[config.mk]
export PLATFORM = sky130hd
export DESIGN_NAME = hazard_scoreboard
export DESIGN_NICKNAME = d
export VERILOG_FILES = /design/src/rtl/hazard_pkg.sv /design/src/rtl/hazard_scoreboard_match.sv /design/src/rtl/hazard_scoreboard.sv
export SDC_FILE = /design/constraint.sdc
export NUM_CORES = 1
export LEC_CHECK = 0
export CAP_MARGIN = 0
export CORE_ASPECT_RATIO = 0.8
export CORE_MARGIN = 3
export CORE_UTILIZATION = 52
export DETAILED_ROUTE_END_ITERATION = 7
export PLACE_DENSITY = 0.81
export SETUP_SLACK_MARGIN = 0.02
export SYNTH_ARGS = -nofsm -noshare
export SYNTH_HDL_FRONTEND = slang
export SYNTH_SLANG_ARGS = --single-unit
[constraint.sdc]
create_clock -name clk -period 4.7 [get_ports clk]
set_clock_uncertainty 0.1 [all_clocks]
set_input_delay 1.41 -clock clk [delete_from_list [all_inputs] [get_ports clk]]
set_output_delay 1.41 -clock clk [all_outputs]
set_load 0.02 [all_outputs]
[src/rtl/hazard_pkg.sv]
// Shared scoreboard types and helpers for the hazard scoreboard slice.
// Pure definitions: no logic, no latency, no flow control.
package hazard_pkg;

    localparam int MAX_AW = 8;
    localparam int LAT_W  = 4;

    typedef struct packed {
        logic              valid;
        logic              wr;
        logic [MAX_AW-1:0] dst;
        logic [LAT_W-1:0]  lat;
    } sb_entry_t;

    localparam int FWD_RF = 0;

    // Slot k at issue time has advanced to slot k+1 once the consumer reaches EX.
    function automatic int sel_for_slot(input int k);
        return k + 1;
    endfunction

endpackage

[src/rtl/hazard_scoreboard_match.sv]
// One source operand against every tracked slot: youngest-writer search, hazard and select.
// Purely combinational; no flow control.
module hazard_scoreboard_match
    import hazard_pkg::*;
#(
    parameter int DEPTH  = 3,
    parameter int REG_AW = 3,
    parameter int SELW   = 2
) (
    input  sb_entry_t [DEPTH-1:0] slots,
    input  logic [REG_AW-1:0]     src_num,
    input  logic                  src_use,
    output logic                  hit,
    output logic                  hazard,
    output logic [SELW-1:0]       sel
);

    logic [MAX_AW-1:0] src_ext;
    logic              found;
    int                k_hit;
    int                lat_hit;

    assign src_ext = MAX_AW'(src_num);

    always_comb begin
        found   = 1'b0;
        k_hit   = 0;
        lat_hit = 0;
        // Walk oldest to youngest so the lowest matching slot is the one kept.
        for (int k = DEPTH - 1; k >= 0; k--) begin
            if (slots[k].valid && slots[k].wr && (slots[k].dst == src_ext)) begin
                found   = 1'b1;
                k_hit   = k;
                lat_hit = int'(slots[k].lat);
            end
        end
        hit    = src_use & found;
        hazard = hit & (k_hit < lat_hit);
        sel    = (hit && !hazard) ? SELW'(sel_for_slot(k_hit)) : SELW'(FWD_RF);
    end

endmodule

[src/rtl/hazard_scoreboard.sv]
// Decode hazard scoreboard: combinational stall, EX-aligned registered forward selects, flush bubbles.
// fwd_sel valid one cycle after issue; stall only injects bubbles, tracked slots never freeze.
module hazard_scoreboard
    import hazard_pkg::*;
#(
    parameter int NUM_REGS = 8,
    parameter int REG_AW   = 3,
    parameter int NUM_SRC  = 2,
    parameter int DEPTH    = 3,
    parameter int LOAD_LAT = 1,
    parameter int SELW     = 2,
    parameter int CNTW     = 16
) (
    input  logic                      clk,
    input  logic                      reset,
    input  logic                      issue_valid,
    input  logic [NUM_SRC*REG_AW-1:0] issue_src_num,
    input  logic [NUM_SRC-1:0]        issue_src_use,
    input  logic [REG_AW-1:0]         issue_dst_num,
    input  logic                      issue_dst_wr,
    input  logic                      issue_is_load,
    input  logic                      flush,
    output logic                      stall,
    output logic [NUM_SRC*SELW-1:0]   fwd_sel,
    output logic [DEPTH-1:0]          pipe_valid,
    output logic [CNTW-1:0]           stall_count
);

    localparam int REGS_SEEN = NUM_REGS;

    sb_entry_t [DEPTH-1:0]     slot_q, slot_d;
    sb_entry_t                 new_entry;
    logic [NUM_SRC*SELW-1:0]   fwd_sel_q, fwd_sel_d, sel_all;
    logic [CNTW-1:0]           stall_count_q, stall_count_d;
    logic [NUM_SRC-1:0]        src_hit, src_hazard;
    logic                      take;

    for (genvar g = 0; g < NUM_SRC; g++) begin : g_src
        logic [SELW-1:0] sel_g;

        hazard_scoreboard_match #(
            .DEPTH  (DEPTH),
            .REG_AW (REG_AW),
            .SELW   (SELW)
        ) u_match (
            .slots   (slot_q),
            .src_num (issue_src_num[g*REG_AW +: REG_AW]),
            .src_use (issue_src_use[g]),
            .hit     (src_hit[g]),
            .hazard  (src_hazard[g]),
            .sel     (sel_g)
        );

        assign sel_all[g*SELW +: SELW] = src_hit[g] ? sel_g : SELW'(FWD_RF);
    end

    // Flush wins over stall: a killed instruction must not hold the front end.
    assign stall = issue_valid & ~flush & (|src_hazard) & (REGS_SEEN > 0);
    assign take  = issue_valid & ~stall & ~flush;

    always_comb begin
        new_entry       = '0;
        new_entry.valid = 1'b1;
        new_entry.wr    = issue_dst_wr;
        new_entry.dst   = MAX_AW'(issue_dst_num);
        new_entry.lat   = issue_is_load ? LAT_W'(LOAD_LAT) : '0;

        slot_d    = '0;
        slot_d[0] = take ? new_entry : '0;
        for (int k = 1; k < DEPTH; k++) begin
            slot_d[k] = slot_q[k-1];
        end

        fwd_sel_d = take ? sel_all : '0;

        stall_count_d = stall_count_q;
        if (stall && (stall_count_q != {CNTW{1'b1}})) begin
            stall_count_d = stall_count_q + 1'b1;
        end
    end

    always_ff @(posedge clk) begin
        if (reset) begin
            slot_q        <= '0;
            fwd_sel_q     <= '0;
            stall_count_q <= '0;
        end else begin
            slot_q        <= slot_d;
            fwd_sel_q     <= fwd_sel_d;
            stall_count_q <= stall_count_d;
        end
    end

    always_comb begin
        pipe_valid = '0;
        for (int k = 0; k < DEPTH; k++) begin
            pipe_valid[k] = slot_q[k].valid;
        end
    end

    assign fwd_sel     = fwd_sel_q;
    assign stall_count = stall_count_q;

endmodule

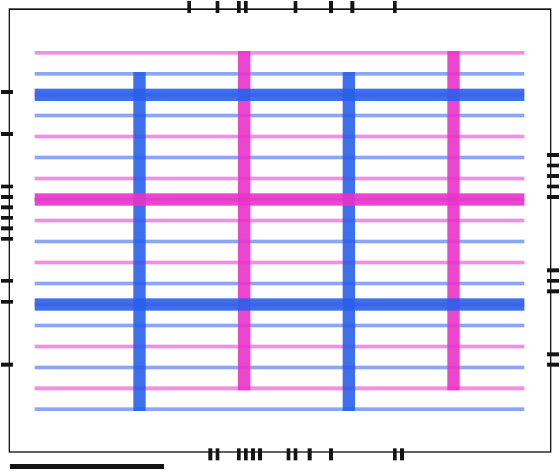
Figure 1: run 1, power grid.
The bar under the picture is 20 µm long. Pins as bars on the die edge.
| net | color |
|---|---|
| VDD | magenta |
| VSS | blue |
rows: 17
met5 straps: 3
met4 straps: 4
core area: 2940 µm²
Max VDD drop: 0.245 mV
Die Span X: 70.0 µm
Die Ht: 57.2 µm

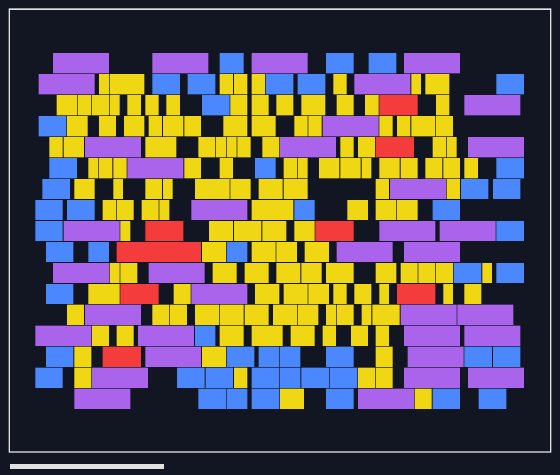
Figure 2: run 1, cells colored by class.
The bar under the picture is 20 µm long.
| class | color | cells | share of their area |
|---|---|---|---|
| clock drivers and dummy loads | red | 8 | 5.6% |
| all other logic | yellow | 141 | 41% |
| flip-flops | purple | 36 | 32% |
| other buffers and delay cells | blue | 49 | 21% |
Seq area share: 31.5%
fin area: 2290 µm²
final design utilization: 78.0%

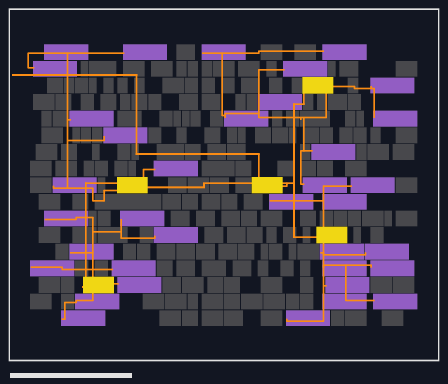
Figure 3: run 1, routed clock nets over the placement.
The bar under the picture is 20 µm long.
[cells driving clock nets] yellow | count: 5
[flip-flops] purple | count: 36
[clock wires] orange | length: 447 µm
flops lie: spread over the die
routed clock nets: 6

==> notes.md, run 1 <==
run results: status=complete, no violations, Power Dens Cells=284 nW/µm², CP Cell Sequence=clkdlybuf4s50_1 -> xnor2_1 -> and4_4 -> o21ai_2 -> nor2_1 -> dlygate4sd2_1, First-pass DRT Iterations=4, final antenna-violating net count=0, Ant. Diodes=0, crit path kind=in -> out, final total power=0.000652 W, synth warn=0, fmax=226 MHz, post-synthesis cell count from yosys=approximately 190, DR WL/cell=14.4 µm, WHS Endpoint=slot_q[40], YS chip area=around 1700 µm², Synth area leader=dfxtp_1, fraction of the yosys area taken by sequential cells=a little over two fifths, Final Hold Fails=0, CP peak stage delay=~0.45 ns, Worst-path clk slew=about 0.070 ns, Top cells by area=dfxtp_1 (42%), xor2_1 (6.7%), a21oi_1 (4.4%), nor2b_1 (4.4%), or4_1 (4.4%), GPL Wtd Cong=about 0.92, RSZ-0062 raised after global routing=false, RR Endpoint=stall_count[6], layout cells sized above 1=between 10 and 15%, clock latency on the worst-skew pair=0.29 ns, H-Tree Level Count=2, Critical R2R Launch=stall_count[0], Yosys cell types=36, CP arrival=around 3 ns, DR vias=~1500, max-capacitance violation count=0, post-synthesis async set-or-reset flop share=0%, syn avg cell area=9.17 µm², synthesized cell area=about 1700 µm², multi-input logic area=918 µm², worst-case clock buffer depth=2, Max-area cell share=42.3%, Worst Path Required=between 3 and 4 ns, pin count of the biggest net entering global routing=30, syn nets=204, Core Density at Floorplan=approximately three fifths, part of the cycle the worst path needs=94.2%, reg2reg setup slack=2.45 ns, Startpoint Class=input pin, Synth-to-Final Area Change=34.3%, FF/Latch Area=approximately 720 µm², setup violators final=0, row count=17, Most common reg cell=dfxtp_1, HPWL after DPL=between 2000 and 3000 µm, clock sinks=36, ys flops=36, Root Driver=clkbuf_8, first-pass GRT wire length=about 6700 µm, DRC viols=0, CTS Buf Count=5, EDFF count, synth=0, vias per inst=around 5.6, fillers=between 200 and 250, Port Buf Inserts=around 40, top post-synthesis cells by count=dfxtp_1 (36), a21oi_1 (15), xor2_1 (13), nor2b_1 (12), or4_1 (10), Slew Limit Headroom=a little over three fifths, actual slew at the worst max-slew pin=0.551 ns, Hold Crit Class=reg -> reg, setup TNS=0 ns, Tool Warnings=26, CTS tree=yes, CP max-delay cell=clkdlybuf4s50_1, Syn Inst Count=~190, gr ovfl total=0, Final Net Count=251, initial antenna violation count=0, crit path capture type=primary output, pins over their slew limit=0, fin crit period=roughly 4.4 ns, die area=4010 µm², WL final=3930 µm, CP max FO=3, most frequent cell after synthesis=dfxtp_1, # IOs=41, Total GRT Usage=a little over a fifth, number of global-route vias before repair=1458, P_leak=0.822 nW, cell count of the worst hold path=1, hold path start=slot_d[40], 1st-iter DRT viols=about 120, depth of the most critical reg-to-reg path=6
## run 1: area by class of cell
type	count	area share, %
Tap cell	38	2.08
Multi-Input combinational cell	138	40.1
Timing Repair Buffer	49	20.4
Sequential cell	36	31.5
Clock buffer	7	4.21
Inverter	3	0.492
Clock inverter	1	1.31
## run 1: logic make-up (layout without fill, tap and decap cells)
kind of cell,count (synthesis),after routing,synth area share (%)
AOI/OAI and AO/OA,33,33,11.9
xor gates and xnor gates,19,19,9.76
adders and majority gates,1,1,0.734
buffers and inverters,12,60,3.89
DFF,36,36,42.3
muxes,4,4,2.49
and+or+nand+nor,81,81,29.0
## run 1: what timing repair did
item,4_1_cts,5_1_grt
setup endpoints to repair,1,0
gates resized,1,0
hold buffers,0,0
setup buffers,0,0
## run 1: worst max path at each step
stage	slack, ns	endpoint	depth (start not counted)	start
detailed placement	0.01	stall	6	issue_src_num[2]
global route	0.17	stall	6	issue_src_num[4]
finish	0.27	stall	6	issue_src_num[2]
floorplan	0.70	stall	6	issue_src_num[2]
global placement	0.07	stall	6	issue_src_num[2]
CTS	0.29	stall	6	issue_src_num[4]
## run 1: power breakdown
group	internal (W)	leakage, nW	total (W)	switching, W
combinational	0.0000253	0.466	0.0000454	0.0000201
sequential	0.000308	0.291	0.000310	0.00000252
clock	0.000187	0.0645	0.000296	0.000109
## run 1: placed cells by master, fill, tap and decap left out, types with 5 or more instances in the layout
cell type | synthesis | final
dfxtp_1 | 36 | 36
clkdlybuf4s50_1 | 0 | 39
xnor2_1 | 6 | 6
and3_1 | 5 | 5
or4_1 | 10 | 10
nand3_1 | 8 | 8
xor2_1 | 13 | 13
nor2b_1 | 12 | 12
nand2_1 | 9 | 9
clkbuf_8 | 0 | 7
buf_4 | 3 | 9
a21oi_1 | 15 | 15
nor2_1 | 7 | 7
o31ai_1 | 6 | 6
or3_1 | 6 | 6
and2_1 | 7 | 7
o21ai_0 | 7 | 7
## run 1: critical path: cells and delay by family
kind	cells	cell delay, ns
buf+inv	2	0.79
xor+xnor	1	0.23
compound gates	1	0.07
simple gates	2	0.41
## run 1: flip-flops by register name, summed over array words and instances, names as in the netlist
signal and flops:
pipe_valid 3, slot_q 4, slot_d 9, stall_count 16, fwd_sel 4
## run 1: stage by stage
stage | instance area [µm²] | hold WS (ns) | utilization (%) | setup slack (ns) | instances
6_report | 2290 | 0.367 | 78.0 | 0.275 | 272
5_1_grt | 2290 | 0.382 | 78.0 | 0.174 | 272
4_1_cts | 2290 | 0.370 | 78.0 | 0.291 | 272
3_5_place_dp | 2170 | 0.360 | 73.8 | 0.0136 | 264
3_3_place_gp | 2170 | 0.344 | 73.8 | 0.0711 | 264
2_1_floorplan | 1710 | 0.338 | - | 0.697 | 186
## run 1: per-layer routing
| layer | track usage (%) | vias to the layer above | wire length (µm) |
|---|---|---|---|
| met5 | 0 | - | 0 |
| met4 | 8.47 | 0 | 51 |
| met3 | 6.34 | 7 | 259 |
| met2 | 32.0 | 45 | 1750 |
| met1 | 27.8 | 709 | 1860 |
| li1 | - | 764 | - |
==> run 2: changes to the inputs <==
- CTS_BUF_LIST: unset -> sky130_fd_sc_hd__clkbuf_8 sky130_fd_sc_hd__clkbuf_16
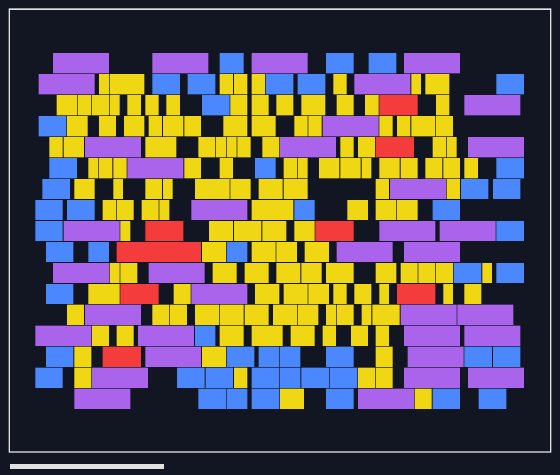
Figure 4: run 2, cells colored by class.
The bar under the picture is 20 µm long.
| class | color | cells | share of their area |
|---|---|---|---|
| clock drivers and dummy loads | red | 8 | 5.6% |
| all other logic | yellow | 141 | 41% |
| flip-flops | purple | 36 | 32% |
| other buffers and delay cells | blue | 49 | 21% |
row count: 17

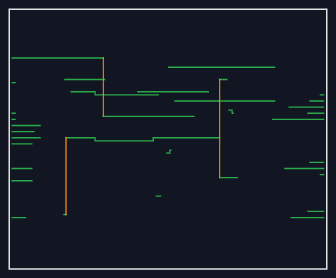
Figure 5: run 2, metal layers overlaid.
Two of the layers only.
| layer | color | wire length |
|---|---|---|
| met4 | orange | 51.7 µm |
| met3 | green | 260 µm |

==> notes.md, run 2 <==
run results: status=complete, no violations (unchanged), fraction of the yosys area taken by sequential cells=42.3% (unchanged), gr ovfl total=0 (unchanged), Synth area leader=dfxtp_1 (unchanged), layout cells sized above 1=11.1% (unchanged), post-synthesis cell count from yosys=186 (unchanged), Yosys cell types=36 (unchanged), CP Cell Sequence=clkdlybuf4s50_1 -> xnor2_1 -> and4_4 -> o21ai_2 -> nor2_1 -> dlygate4sd2_1 (unchanged), Die Ht=57.2 µm (unchanged), clock sinks=36 (unchanged), initial antenna violation count=0 (unchanged), Final Hold Fails=0 (unchanged), Tool Warnings=26 (unchanged), CP max-delay cell=clkdlybuf4s50_1 (unchanged), dominant logic cell type in the layout=clkdlybuf4s50_1 (unchanged), fmax=226 MHz (unchanged), most frequent cell after synthesis=dfxtp_1 (unchanged), Slew Limit Headroom=63.0% (unchanged), P_leak=0.822 nW (unchanged), CTS Buf Count=5 (unchanged), pin count of the biggest net entering global routing=30 (unchanged), max-capacitance violation count=0 (unchanged), Setup Buffers After CTS=0 (unchanged), cell count of the worst hold path=1 (unchanged), fillers=208 (unchanged), PnR worst setup slack=0.275 ns (unchanged), vias per inst=5.61 (unchanged), depth of the most critical reg-to-reg path=6 (unchanged), DR WL/cell=14.4 µm (unchanged), max FFs per register=16 (unchanged), DRC viols=0 (unchanged), number of global-route vias before repair=1458 (unchanged), Ant. Diodes=0 (unchanged), Port Buf Inserts=40 (unchanged), Root Driver=clkbuf_8 (unchanged), Most common reg cell=dfxtp_1 (unchanged), syn avg cell area=9.17 µm² (unchanged), CP arrival=2.92 ns (about the same), Total GRT Usage=20.9% (unchanged), CP peak stage delay=0.45 ns (about the same), YS chip area=1710 µm² (unchanged), EDFF count, synth=0 (unchanged), crit path capture type=primary output (unchanged), H-Tree Level Count=2 (unchanged), actual slew at the worst max-slew pin=0.551 ns (unchanged), synth warn=0 (unchanged), Top cells by area=dfxtp_1 (42%), xor2_1 (6.7%), a21oi_1 (4.4%), nor2b_1 (4.4%), or4_1 (4.4%) (unchanged), Synth-to-Final Area Change=34.3% (unchanged), core area=2940 µm² (unchanged), first-pass GRT wire length=6650 µm (unchanged), post-synthesis async set-or-reset flop share=0% (unchanged), Core Density at Floorplan=58.1% (unchanged), HPWL after DPL=2930 µm (unchanged), Hold Crit Class=reg -> reg (unchanged), most instantiated logic cells after routing=clkdlybuf4s50_1 (39), dfxtp_1 (36), a21oi_1 (15) (unchanged), setup violators final=0 (unchanged), 1st-iter DRT viols=117 (unchanged), syn nets=204 (unchanged), Syn Inst Count=186 (unchanged), CTS tree=yes (unchanged), Startpoint Class=input pin (unchanged), GPL Wtd Cong=0.917 (unchanged), pre-CTS WS=0.0136 ns (unchanged), Hold Buf Count CTS=0 (unchanged), pins over their slew limit=0 (unchanged), Die Span X=70.0 µm (unchanged), setup TNS=0 ns (unchanged), CP Buf/Inv Count=2 (unchanged), DR vias=1525 (unchanged), WP depth=6 (unchanged), die area=4010 µm² (unchanged), part of the cycle the worst path needs=94.2% (unchanged), final antenna-violating net count=0 (unchanged), Worst Path Required=3.19 ns (about the same), WL final=3930 µm (unchanged), cell family with most CP delay=buffers and inverters (unchanged), ys flops=36 (unchanged), top post-synthesis cells by count=dfxtp_1 (36), a21oi_1 (15), xor2_1 (13), nor2b_1 (12), or4_1 (10) (unchanged), Max VDD drop=0.245 mV (unchanged), First-pass DRT Iterations=4 (unchanged), # IOs=41 (unchanged), Final Net Count=251 (unchanged), CP max FO=3 (unchanged), Worst-path clk slew=0.07 ns (about the same), fin crit period=4.43 ns (unchanged), Power Dens Cells=284 nW/µm² (unchanged), worst-case clock buffer depth=2 (unchanged), multi-input logic area=918 µm² (unchanged), Resized Gates After CTS=1 (unchanged), crit path kind=in -> out (unchanged), RSZ-0062 raised after global routing=false (unchanged), Max-area cell share=42.3% (unchanged), clock latency on the worst-skew pair=0.29 ns (about the same), synthesized cell area=1710 µm² (unchanged), FF/Latch Area=721 µm² (unchanged)
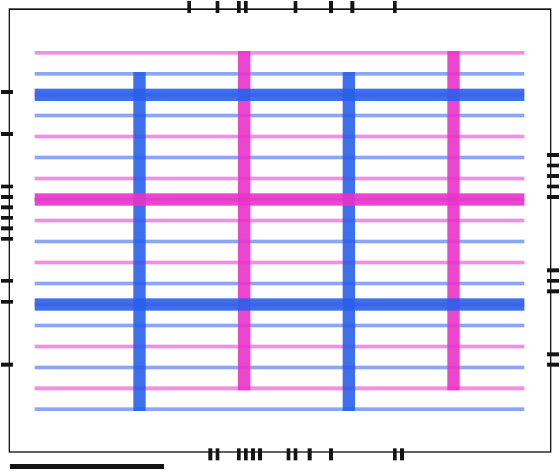
Figure 6: run 2, power grid.
The bar under the picture is 20 µm long. Pins as bars on the die edge.

==> run 2: through the flow <==
stage | util, % | hold slack [ns] | total power (W) | area, µm² | cells
after global routing | 78.0 | 0.382 | 0.000676 | 2290 | 272
after global placement | 73.8 | 0.344 | 0.000360 | 2170 | 264
after detailed placement | 73.8 | 0.360 | 0.000362 | 2170 | 264
final | 78.0 | 0.367 | 0.000652 | 2290 | 272
after CTS | 78.0 | 0.370 | 0.000655 | 2290 | 272
after floorplan | - | 0.338 | 0.000336 | 1710 | 186
==> run 2: final cells by class <==
cell class,count,area share (%)
clock inverters,1,1.31
repair buffers,49,20.4
inverters,3,0.492
well taps,38,2.08
multi-input cells,138,40.1
flip-flops and latches,36,31.5
clock buffers,7,4.21
==> run 2: kinds of logic (layout without fill, tap and decap cells) <==
family                     after synthesis  count (layout)  share of synthesized area (%)
AOI/OAI and AO/OA                       33              33                           11.9
muxes                                    4               4                           2.49
DFF                                     36              36                           42.3
buffers and inverters                   12              60                           3.89
adders and majority gates                1               1                          0.734
and+or+nand+nor                         81              81                           29.0
xor gates and xnor gates                19              19                           9.76
==> run 2: layer usage <==
layer | track usage [%] | share of wire (%) | wire length, µm | vias to the layer above
met5 | 0 | 0 | 0 | -
li1 | - | - | - | 764
met1 | 27.8 | 47 | 1860 | 709
met4 | 8.47 | 1.3 | 51 | 0
met2 | 32.0 | 45 | 1750 | 45
met3 | 6.34 | 6.6 | 259 | 7
==> run 2: worst paths after layout <==
| kind | from | slack, ns | end |
|---|---|---|---|
| min | slot_d[40] | 0.37 | slot_q[40] |
| min reg2reg | slot_d[40] | 0.37 | slot_q[40] |
| max | issue_src_num[2] | 0.27 | stall |
| max reg2reg | stall_count[0] | 2.45 | stall_count[6] |
==> run 2: report_power, final <==
| group | internal, W | switching, W |
|---|---|---|
| registers | 0.000308 | 0.00000252 |
| clock network | 0.000187 | 0.000109 |
| logic | 0.0000253 | 0.0000201 |
| total | 0.000520 | 0.000132 |
Power is estimated from default activity; no workload was simulated.
